$ cat config.mk
export PLATFORM = sky130hd
export DESIGN_NAME = alu_sequencer
export DESIGN_NICKNAME = d
export VERILOG_FILES = /design/src/rtl/alu_sequencer.sv
export SDC_FILE = /design/constraint.sdc
export NUM_CORES = 1
export LEC_CHECK = 0
export CORE_MARGIN = 3
export CORE_UTILIZATION = 49
export CTS_CLUSTER_DIAMETER = 100
export CTS_CLUSTER_SIZE = 24
export DETAILED_ROUTE_END_ITERATION = 10
export GPL_TIMING_DRIVEN = 0
export PLACE_DENSITY = 0.85
export SYNTH_ARGS = -nofsm -noshare
export SYNTH_HDL_FRONTEND = slang
export SYNTH_SLANG_ARGS = --single-unit
export TNS_END_PERCENT = 1
$ cat constraint.sdc
create_clock -name clk -period 3.5 [get_ports clk]
set_input_delay 0.875 -clock clk [delete_from_list [all_inputs] [get_ports clk]]
set_output_delay 0.875 -clock clk [all_outputs]
set_load 0.05 [all_outputs]
$ cat src/rtl/alu_sequencer.sv
// Request-to-ALU sequencer: decodes one opcode at a time into one-hot ALU strobes,
// sequences shifts as load + N single-bit steps, and holds the result for a consumer.
module alu_sequencer #(
  parameter int DATA_WIDTH  = 8,
  parameter int SHAMT_WIDTH = 2
) (
  input  logic                   clk,
  input  logic                   reset,
  input  logic                   req_valid,
  output logic                   req_ready,
  input  logic [3:0]             req_op,
  input  logic [DATA_WIDTH-1:0]  req_a,
  input  logic [DATA_WIDTH-1:0]  req_b,
  input  logic [SHAMT_WIDTH-1:0] req_shamt,
  output logic [DATA_WIDTH-1:0]  alu_in1,
  output logic [DATA_WIDTH-1:0]  alu_in2,
  output logic                   alu_add,
  output logic                   alu_sub,
  output logic                   alu_lsr,
  output logic                   alu_lsh,
  output logic                   alu_rsh,
  output logic                   alu_and,
  output logic                   alu_or,
  output logic                   alu_xor,
  output logic                   alu_inv,
  output logic                   alu_clr,
  input  logic [DATA_WIDTH-1:0]  alu_out,
  input  logic                   alu_overflow,
  input  logic                   alu_shiftflag,
  output logic                   res_valid,
  input  logic                   res_ready,
  output logic [DATA_WIDTH-1:0]  res_data,
  output logic                   res_ovf,
  output logic                   res_err,
  output logic [7:0]             op_count
);

  localparam logic [2:0] IDLE  = 3'd0;
  localparam logic [2:0] EXEC  = 3'd1;
  localparam logic [2:0] LOAD  = 3'd2;
  localparam logic [2:0] SHIFT = 3'd3;
  localparam logic [2:0] DONE  = 3'd4;

  localparam logic [3:0] OP_ADD = 4'd0;
  localparam logic [3:0] OP_SUB = 4'd1;
  localparam logic [3:0] OP_AND = 4'd2;
  localparam logic [3:0] OP_OR  = 4'd3;
  localparam logic [3:0] OP_XOR = 4'd4;
  localparam logic [3:0] OP_INV = 4'd5;
  localparam logic [3:0] OP_CLR = 4'd6;
  localparam logic [3:0] OP_LSH = 4'd7;
  localparam logic [3:0] OP_RSH = 4'd8;

  // Strobe vector bit order: add, sub, lsr, lsh, rsh, and, or, xor, inv, clr
  logic [2:0]             state, state_nxt;
  logic [3:0]             op_q, op_nxt;
  logic [SHAMT_WIDTH-1:0] shamt_q, cnt_q;
  logic                   sticky_q;
  logic [9:0]             strb_q, strb_nxt;
  logic                   accept;

  assign accept    = (state == IDLE) && req_valid;
  assign req_ready = (state == IDLE);
  assign res_valid = (state == DONE);

  assign alu_add = strb_q[0];
  assign alu_sub = strb_q[1];
  assign alu_lsr = strb_q[2];
  assign alu_lsh = strb_q[3];
  assign alu_rsh = strb_q[4];
  assign alu_and = strb_q[5];
  assign alu_or  = strb_q[6];
  assign alu_xor = strb_q[7];
  assign alu_inv = strb_q[8];
  assign alu_clr = strb_q[9];

  always_comb begin
    state_nxt = state;
    case (state)
      IDLE: if (req_valid) begin
        if (req_op > OP_RSH)
          state_nxt = DONE;
        else if (req_op >= OP_LSH && req_shamt != '0)
          state_nxt = LOAD;
        else
          state_nxt = EXEC;
      end
      EXEC:  state_nxt = DONE;
      LOAD:  state_nxt = SHIFT;
      SHIFT: if (cnt_q == SHAMT_WIDTH'(1)) state_nxt = DONE;
      DONE:  if (res_ready) state_nxt = IDLE;
      default: state_nxt = IDLE;
    endcase
  end

  // Strobes are decoded from the next state so they are registered yet line up with it
  always_comb begin
    op_nxt   = accept ? req_op : op_q;
    strb_nxt = '0;
    case (state_nxt)
      EXEC: case (op_nxt)
        OP_ADD: strb_nxt[0] = 1'b1;
        OP_SUB: strb_nxt[1] = 1'b1;
        OP_AND: strb_nxt[5] = 1'b1;
        OP_OR:  strb_nxt[6] = 1'b1;
        OP_XOR: strb_nxt[7] = 1'b1;
        OP_INV: strb_nxt[8] = 1'b1;
        OP_CLR: strb_nxt[9] = 1'b1;
        default: strb_nxt = '0;
      endcase
      LOAD:  strb_nxt[2] = 1'b1;
      SHIFT: if (op_nxt == OP_LSH) strb_nxt[3] = 1'b1;
             else                  strb_nxt[4] = 1'b1;
      default: strb_nxt = '0;
    endcase
  end

  always_ff @(posedge clk or posedge reset) begin
    if (reset) begin
      state    <= IDLE;
      op_q     <= '0;
      shamt_q  <= '0;
      cnt_q    <= '0;
      sticky_q <= 1'b0;
      strb_q   <= '0;
      alu_in1  <= '0;
      alu_in2  <= '0;
      res_data <= '0;
      res_ovf  <= 1'b0;
      res_err  <= 1'b0;
      op_count <= '0;
    end else begin
      state  <= state_nxt;
      strb_q <= strb_nxt;
      op_q   <= op_nxt;
      case (state)
        IDLE: if (req_valid) begin
          alu_in1 <= req_a;
          alu_in2 <= req_b;
          shamt_q <= req_shamt;
          if (req_op > OP_RSH) begin
            res_data <= '0;
            res_ovf  <= 1'b0;
            res_err  <= 1'b1;
          end else begin
            res_err  <= 1'b0;
          end
        end
        EXEC: begin
          if (op_q <= OP_CLR) begin
            res_data <= alu_out;
            res_ovf  <= (op_q == OP_ADD || op_q == OP_SUB) ? alu_overflow : 1'b0;
          end else begin
            res_data <= {{(DATA_WIDTH-4){1'b0}}, alu_in1[3:0]};
            res_ovf  <= 1'b0;
          end
        end
        LOAD: begin
          cnt_q    <= shamt_q;
          sticky_q <= 1'b0;
        end
        SHIFT: begin
          cnt_q    <= cnt_q - SHAMT_WIDTH'(1);
          sticky_q <= sticky_q | alu_shiftflag;
          if (cnt_q == SHAMT_WIDTH'(1)) begin
            res_data <= {{(DATA_WIDTH-4){1'b0}}, alu_out[3:0]};
            res_ovf  <= sticky_q | alu_shiftflag;
          end
        end
        DONE: if (res_ready) op_count <= op_count + 8'd1;
        default: ;
      endcase
    end
  end

endmodule

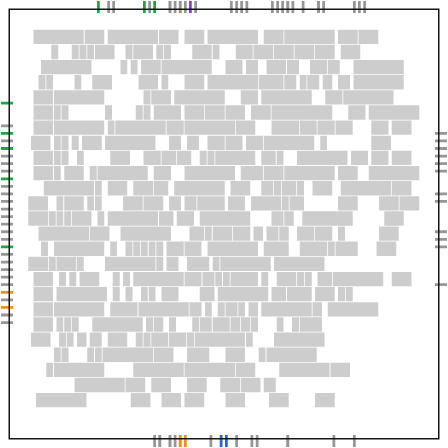
Run 1: pin placement
Pins as bars across the die edge, other pins in grey.
green -> req_b  # pins 8, direction input, edge 5 left, 3 top
blue -> req_shamt  # pins 2, direction input, edge bottom
purple -> reset  # pins 1, direction input, edge top
orange -> req_op  # pins 4, direction input, edge 2 left, 2 bottom
all pins by edge = 28 left, 27 top, 15 bottom, 12 right

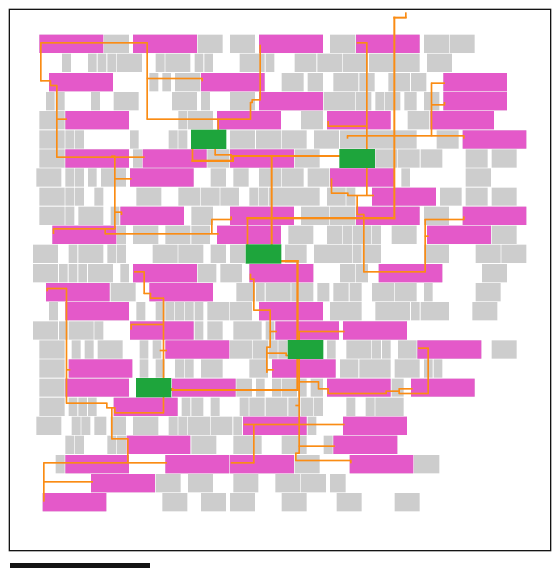
Run 1: clock distribution
Scale bar: 20 um.
orange -> clock wires  # length 624 um
green -> clock-net drivers  # count 5
magenta -> flip-flops  # count 56
routed clock nets = 6
flops lie = all over the die

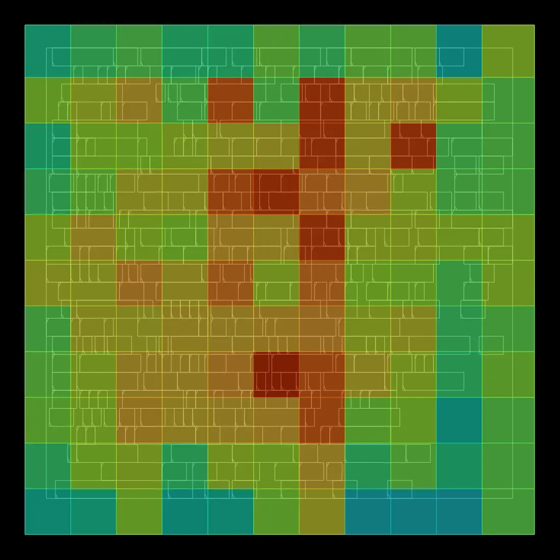
Run 1: routing congestion map
wire length per cell: 14.55 um
Post-Route Utilization: 72.42%
GR Util met2: 35.02%

==> run_results.csv, run 1 <==
group,metric,value,unit
clock_tree,cts_tree,"yes",
logic_synthesis,numSynthFlops,56,
finish,num_antenna_cells,0,
logic_synthesis,yosys_warnings,0,
die,io_pins,82,
detailed_routing,num_vias,2055,
run,drv_cap,0,
sta,setup_violations,0,
worst_setup_path,cp_data_required_time,2620,ps
die,dieArea,5914,sq um
logic_synthesis,synth.area.mux_share,2.133,%
power_and_ir_drop,comb_power_share,54.8,%
power_and_ir_drop,ir_worst_vdd,0.5821,mV
place,dp_cells,386,
global_route,overflow,0,
worst_setup_path,crit_fanout,10,
sta,fin_crit_sh,86.47,%
worst_setup_path,reg2reg_slack,1730,ps
place,hpwl,4247,um
sta,rsz0062_at_grt,"false",
hold_path,whs_path_depth,2,
clock_tree,path_clk_slew,100,ps
status,status,"complete, no violations",
run 1: how the worst min path moves through the flow:
stage / end
after floorplan: shamt_q[0]
after global placement: alu_in1[7]
after detailed placement: alu_in2[2]
after CTS: alu_in1[7]
after global routing: alu_in2[1]
final: alu_in1[7]
run 1: state kept, by name, summed over array words and instances (netlist names):
name / cells
op_count: 8
res_ovf: 1
sticky_q: 1
alu_in1: 8
res_data: 8
strb_q: 10
alu_in2: 8
shamt_q: 2
op_q: 4
cnt_q: 2
res_err: 1
state: 3
run 1: per-layer routing:
layer	vias up	GRT usage [%]	wire length, um
met3	7	6.573	413
li1	994	-	-
met4	0	4.891	61
met5	-	0	0
met2	68	35.02	2854
met1	986	25.52	2404
run 1: tightest hold or removal path, stage by stage, from the launching register on:
cell	delay, ps
dfrtp_1	350
nand2_1	50
nand2_1	50
run 1: power groups by stage:
stage               sequential (uW)  combinational [uW]  clock (uW)
finish                         1060                1790         417
floorplan                      1660                 601           0
global route                   1090                1910         447
CTS                            1060                1800         418
detailed placement             1070                1790           0
global placement               1060                1750           0
run 1: final cells by class:
cell class,instances,area [sq um]
buffer,14,68.82
clock buffer,6,72.57
clock inverter,2,35.03
fill,358,1320
inverter,7,26.28
multi-input combinational,162,967.2
sequential,56,1401
tap,67,83.83
timing repair buffer,80,810.8
run 1: metrics by stage:
| step | hold slack, ps | util [%] | setup slack, ps |
|---|---|---|---|
| floorplan | 443.9 | - | 852.9 |
| global placement | 456.8 | 69.75 | 285.1 |
| detailed placement | 461.5 | 70.17 | 809.9 |
| CTS | 485.6 | 72.42 | 475.4 |
| global route | 509.9 | 72.42 | 388.0 |
| finish | 481.0 | 72.42 | 473.5 |
run 1: logic make-up after synthesis:
group	count (synthesis)
simple gates	114
flops	56
compound gates	34
buf+inv	21
xor+xnor	7
mux	5
fa+ha+maj	2
==> run 1 -> run 2 <==
==> constraint.sdc (replaced) <==
create_clock -name clk -period 3.5 [get_ports clk]
set_input_delay 0.875 -clock clk [delete_from_list [all_inputs] [get_ports clk]]
set_output_delay 0.875 -clock clk [all_outputs]
set_load 0.01 [all_outputs]
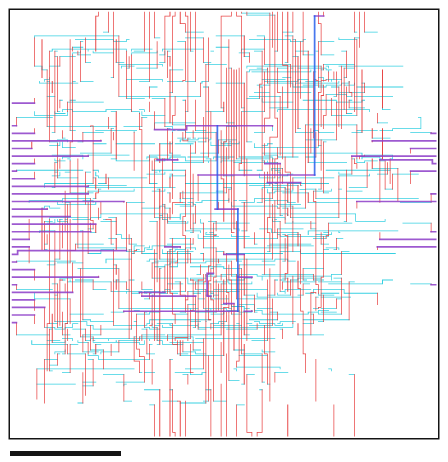
Run 2: signal wires by layer
Scale bar: 20 um.
cyan -> M1  # wire length 2400 um
purple -> M3  # wire length 413 um
blue -> M4  # wire length 61.9 um
red -> M2  # wire length 2850 um

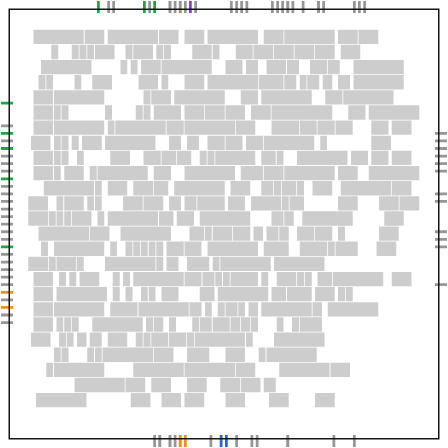
Run 2: pin placement
Pins as bars across the die edge, other pins in grey.
purple -> reset  # pins 1, direction input, edge top
blue -> req_shamt  # pins 2, direction input, edge bottom
orange -> req_op  # pins 4, direction input, edge 2 left, 2 bottom
green -> req_b  # pins 8, direction input, edge 5 left, 3 top
all pins by edge = 28 left, 27 top, 15 bottom, 12 right

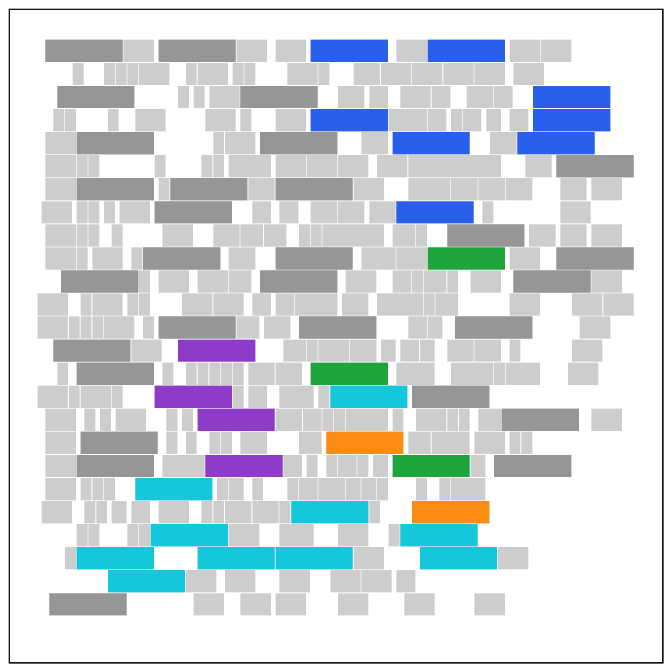
Run 2: sequential cells coloured by netlist name
Other sequential cells in the stronger grey, the rest of the logic in the fainter grey.
green -> state  # placed flops 3
blue -> op_count  # placed flops 8
cyan -> strb_q  # placed flops 10
orange -> shamt_q  # placed flops 2
purple -> op_q  # placed flops 4

==> run 2 against run 1 <==
Effect of this change: combinational power decreased by 33%; wire length is the same; cell area is the same; non-clock buffer count is the same; utilization stayed put; total power down 18%; global-route usage unchanged; critical path depth stayed put; clock power about the same; sequential power hardly changed.
==> run_results.csv, run 2 <==
group,metric,value,unit
status,status,"complete, no violations",
logic_synthesis,synth_top_area_share,56.88,%
global_route,grt_pass1_wl,9791,um
global_route,grt_start_max_net_pins,43,
worst_setup_path,reg2reg_slack,1730,ps
sta,fin_tns_setup,0,ps
run,drv_cap,0,
worst_setup_path,r2r_start,"state[0]",
worst_setup_path,cp_data_required_time,2620,ps
hold_path,whs_path_depth,2,
die,dieArea,5914,sq um
logic_synthesis,numSynthFlops,56,
detailed_routing,num_vias,2055,
power_and_ir_drop,ir_worst_vdd,0.5043,mV
finish,num_antenna_cells,0,
finish,final_cell_mix,"clkdlybuf4s50_1, nand2_1, dfrtp_1",
place,hpwl,4247,um
worst_setup_path,arrival,1880,ps
sta,fin_crit_sh,78.84,%
worst_setup_path,crit_family,"buffers and inverters",
die,rows,25,
clock_tree,cts_tree,"yes",
sta,fin_ws,740.7,ps
logic_synthesis,yosys_warnings,0,
logic_synthesis,synthCells,239,
power_and_ir_drop,power.leakage,0.001543,uW
finish,post-route-util,72.42,%
detailed_routing,wire_per_inst,14.55,um
hold_path,holdPathEnd,"alu_in1[7]",
finish,largest_reg_flops,10,
die,io_pins,82,
sta,fin_skew,9.080,ps
sta,setup_violations,0,
clock_tree,path_clk_slew,100,ps
worst_setup_path,crit_fanout,10,
finish,stdcell_count,394,
finish,regMostFlops,"strb_q",
logic_synthesis,synth.area.mux_share,2.133,%
sta,fmax,362.4,MHz
## run 2: cell counts in the layout (fill, tap and decap cells not counted)
No cell type changed its count.
## run 2: metrics by stage
stage | total power (uW) | hold slack, ps
finish | 2678 | 481.0
global route | 2863 | 509.9
CTS | 2691 | 485.6
detailed placement | 2280 | 461.5
global placement | 2230 | 456.8
floorplan | 1684 | 443.9
## run 2: worst max path at each step
stage / to / slack (ps) / cells after the start
6_report: req_ready / 740 / 4
3_3_place_gp: strb_q[7] / 290 / 2
5_1_grt: req_ready / 660 / 4
4_1_cts: req_ready / 740 / 4
2_1_floorplan: alu_in1[0] / 1250 / 1
3_5_place_dp: res_data[5] / 880 / 5
## run 2: per-layer routing
layer	wire length (um)	share of wire [%]	global-route usage (%)	up-vias
met5	0	0	0	-
met4	61	1.1	4.891	0
met3	413	7.2	6.573	7
met2	2854	50	35.02	68
met1	2404	42	25.52	986
li1	-	-	-	994
## run 2: worst register-to-register path: stages, from the launching register on
cell and delay [ps]:
dfrtp_1 380, buf_6 140, nor4b_2 570, clkbuf_1 430, nand2_1 120, nand2_1 70
## run 2: layout make-up
type,instances,area (sq um)
Sequential cell,56,1401
Fill cell,358,1320
Multi-Input combinational cell,162,967.2
Timing Repair Buffer,80,810.8
Tap cell,67,83.83
Clock buffer,6,72.57
Buffer,14,68.82
Clock inverter,2,35.03
Inverter,7,26.28
## run 2: cell families (layout without fill, tap and decap cells)
family / count (synthesis) / count (layout)
buffers and inverters: 21 / 109
AOI/OAI and AO/OA: 34 / 34
DFF: 56 / 56
xor gates and xnor gates: 7 / 7
muxes: 5 / 5
adders and majority gates: 2 / 2
and+or+nand+nor: 114 / 114
## run 2: where the power goes
part	switching [uW]	internal (uW)	total, uW
Sequential	170	888	1060
Combinational	578	625	1200
Clock	204	213	417
Total	952	1730	2680
Power is estimated from default activity; no workload was simulated.
